Fig. 1: M1 wires
Bar = 50 microns. Supply wires on this layer in grey.
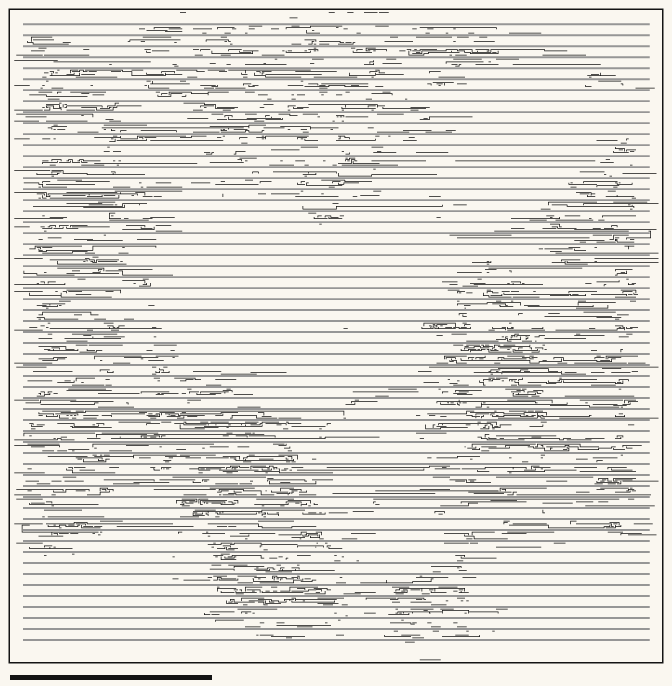
Fig. 2: metal 2
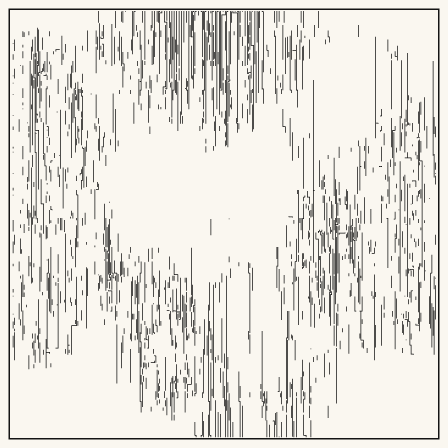
Fig. 3: signal wires on met3
Bar = 50 microns. Cells faint in the background.
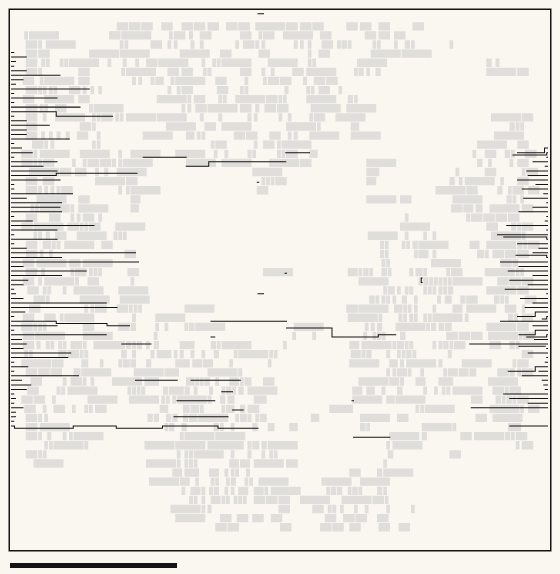
==> config.mk <==
export PLATFORM = sky130hd
export DESIGN_NAME = apb_sub_driver
export DESIGN_NICKNAME = d
export VERILOG_FILES = /design/src/rtl/apb_sub_driver.sv
export SDC_FILE = /design/constraint.sdc
export NUM_CORES = 1
export LEC_CHECK = 0
export ABC_AREA = 1
export ABC_CLOCK_PERIOD_IN_PS = 3570
export CAP_MARGIN = 20
export CORE_MARGIN = 3
export CORE_UTILIZATION = 25
export DETAILED_ROUTE_END_ITERATION = 8
export GPL_ROUTABILITY_DRIVEN = 0
export PLACE_DENSITY = 0.59
export SLEW_MARGIN = 20
export SYNTH_ARGS = -nofsm -noshare
export SYNTH_HDL_FRONTEND = slang
export SYNTH_SLANG_ARGS = --single-unit
==> constraint.sdc <==
create_clock -name PCLK -period 3.57 [get_ports PCLK]
set_input_delay 0.8925 -clock PCLK [delete_from_list [all_inputs] [get_ports PCLK]]
set_output_delay 0.8925 -clock PCLK [all_outputs]
set_load 0.02 [all_outputs]
==> src/rtl/apb_sub_driver.sv <==
// apb_sub_driver: single-outstanding APB manager with PREADY timeout and
// valid/ready command and response ports.
module apb_sub_driver #(
    parameter int ADDR_W         = 32,
    parameter int DATA_W         = 32,
    parameter int TIMEOUT_CYCLES = 16
) (
    input  logic              PCLK,
    input  logic              PRESETn,
    input  logic              cmd_valid,
    output logic              cmd_ready,
    input  logic              cmd_write,
    input  logic [ADDR_W-1:0] cmd_addr,
    input  logic [DATA_W-1:0] cmd_wdata,
    output logic              rsp_valid,
    input  logic              rsp_ready,
    output logic [DATA_W-1:0] rsp_rdata,
    output logic              rsp_err,
    output logic              PSEL,
    output logic              PENABLE,
    output logic              PWRITE,
    output logic [ADDR_W-1:0] PADDR,
    output logic [DATA_W-1:0] PWDATA,
    input  logic [DATA_W-1:0] PRDATA,
    input  logic              PREADY,
    output logic [15:0]       txn_count,
    output logic [7:0]        err_count
);
    typedef enum logic [1:0] {IDLE, SETUP, ACCESS, RESP} state_t;

    // The counter holds the number of PREADY-low ACCESS edges seen so far.
    localparam logic [7:0] TMO_LAST = 8'(TIMEOUT_CYCLES - 1);

    state_t state, state_nxt;
    logic [7:0] tmo, tmo_nxt;
    logic cmd_ready_nxt, rsp_valid_nxt, rsp_err_nxt, psel_nxt, penable_nxt, pwrite_nxt;
    logic [DATA_W-1:0] rsp_rdata_nxt, pwdata_nxt;
    logic [ADDR_W-1:0] paddr_nxt;
    logic [15:0] txn_nxt;
    logic [7:0] err_nxt;

    always_comb begin
        state_nxt     = state;
        tmo_nxt       = tmo;
        cmd_ready_nxt = cmd_ready;
        rsp_valid_nxt = rsp_valid;
        rsp_rdata_nxt = rsp_rdata;
        rsp_err_nxt   = rsp_err;
        psel_nxt      = PSEL;
        penable_nxt   = PENABLE;
        pwrite_nxt    = PWRITE;
        paddr_nxt     = PADDR;
        pwdata_nxt    = PWDATA;
        txn_nxt       = txn_count;
        err_nxt       = err_count;
        case (state)
            IDLE: if (cmd_valid) begin
                psel_nxt      = 1'b1;
                penable_nxt   = 1'b0;
                pwrite_nxt    = cmd_write;
                paddr_nxt     = cmd_addr;
                pwdata_nxt    = cmd_wdata;
                cmd_ready_nxt = 1'b0;
                state_nxt     = SETUP;
            end
            SETUP: begin
                penable_nxt = 1'b1;
                tmo_nxt     = 8'd0;
                state_nxt   = ACCESS;
            end
            ACCESS: if (PREADY || tmo == TMO_LAST) begin
                psel_nxt      = 1'b0;
                penable_nxt   = 1'b0;
                rsp_rdata_nxt = (PREADY && !PWRITE) ? PRDATA : '0;
                rsp_err_nxt   = !PREADY;
                rsp_valid_nxt = 1'b1;
                txn_nxt       = txn_count + 16'd1;
                err_nxt       = (PREADY || err_count == 8'hFF) ? err_count : err_count + 8'd1;
                state_nxt     = RESP;
            end else begin
                tmo_nxt = tmo + 8'd1;
            end
            RESP: if (rsp_ready) begin
                rsp_valid_nxt = 1'b0;
                cmd_ready_nxt = 1'b1;
                state_nxt     = IDLE;
            end
            default: state_nxt = IDLE;
        endcase
    end

    always_ff @(posedge PCLK or negedge PRESETn) begin
        if (!PRESETn) begin
            state     <= IDLE;
            tmo       <= '0;
            cmd_ready <= 1'b1;
            rsp_valid <= 1'b0;
            rsp_rdata <= '0;
            rsp_err   <= 1'b0;
            PSEL      <= 1'b0;
            PENABLE   <= 1'b0;
            PWRITE    <= 1'b0;
            PADDR     <= '0;
            PWDATA    <= '0;
            txn_count <= '0;
            err_count <= '0;
        end else begin
            state     <= state_nxt;
            tmo       <= tmo_nxt;
            cmd_ready <= cmd_ready_nxt;
            rsp_valid <= rsp_valid_nxt;
            rsp_rdata <= rsp_rdata_nxt;
            rsp_err   <= rsp_err_nxt;
            PSEL      <= psel_nxt;
            PENABLE   <= penable_nxt;
            PWRITE    <= pwrite_nxt;
            PADDR     <= paddr_nxt;
            PWDATA    <= pwdata_nxt;
            txn_count <= txn_nxt;
            err_count <= err_nxt;
        end
    end
endmodule

==> notes.md <==
Results of the full flow below.

Status:
- The flow ran to the end, and the final reports show no timing, DRC or antenna violations.

Setup path:
- The run puts the data required time of the worst path at 2.68 ns.
- Walking the worst path, the cells encountered are clkdlybuf4s50_1.
- The run puts the critical path's largest stage delay at 0.61 ns.
- The critical path's slowest stage uses the library cell sky130_fd_sc_hd__clkdlybuf4s50_1.

Synthesis:
- The run gives the multiplexer share of the synthesized area as 0%.
- The run gives the register area share after synthesis as 56.5%.
- Looking at area per cell type in the netlist, the leader is sky130_fd_sc_hd__dfrtp_1.
- The post-synth count of flops with an enable pin is 0.
- The run puts the adder-cell share of the synthesized area at 1.66%.
- The run gives the net count after synthesis as 837.

Power:
- The run gives the largest power group as combinational cells.
- The power report lists the sequential group at 2.55 mW.
- The run gives the sequential share of power as 33.7%.
- Summing internal, switching and leakage power gives 7.56 mW.

Finish:
- The run gives the flop count as 136.
- Across the whole layout, storage elements account for 0.00340 sq mm.
- Clock buffers in the final layout number 17.

Clock tree:
- The run gives the latest clock arrival within the worst-skew pair as 0.42 ns.
- After clock tree synthesis, the clock-pin slew on the worst setup and hold paths is 0.06 ns.
- The run gives the number of setup buffers added after CTS as 0.

Final timing:
- Of the available clock period, the critical path in the final layout requires 68.6%.
- The run puts the final hold violation count at 0.
- At the pin with the least slew margin, the transition time is 0.700 ns.
- The run gives the number of endpoints failing setup at the final stage as 0.
- The highest clock rate this design can be run at is 0.409 GHz.

Floorplanning:
- The run gives the number of tap cells added at floorplan as 319.
- The run gives the y dimension of the die as 161 microns.

Route:
- The run gives the average vias per placed instance as 4.18.
- The run puts the per-cell routed wire length at 13.4 microns.
- The run gives the remaining antenna violation count as 0.

Placement:
- The run gives the post-place setup slack as 1.01 ns.
- The run puts the instance count after placement with tap cells included at 1250.

GRT:
- The run puts the global-route wire length before repair at 28500 microns.
- The run puts the number of antenna violations at the first check in global routing at 0.
About Fig. 1:
- nets with wire on the layer: 909
- main direction: horizontal
- share of all routed wire: 46%
- wire length on this layer: 7830 microns
- longest straight run: 63.9 microns
overall via count from detail_route: 5360
GR Layer Usage met1: 17.6%
total routed wirelength: 17100 microns

About Fig. 2:
- longest straight run: 68.7 microns
- share of all routed wire: 45%

About Fig. 3:
- main direction: horizontal
- wire length on this layer: 1470 microns
- longest straight run: 37.9 microns
- share of all routed wire: 8.6%
- nets with wire on the layer: 149

No activity file was given, so power comes from the tool's default toggle rates.
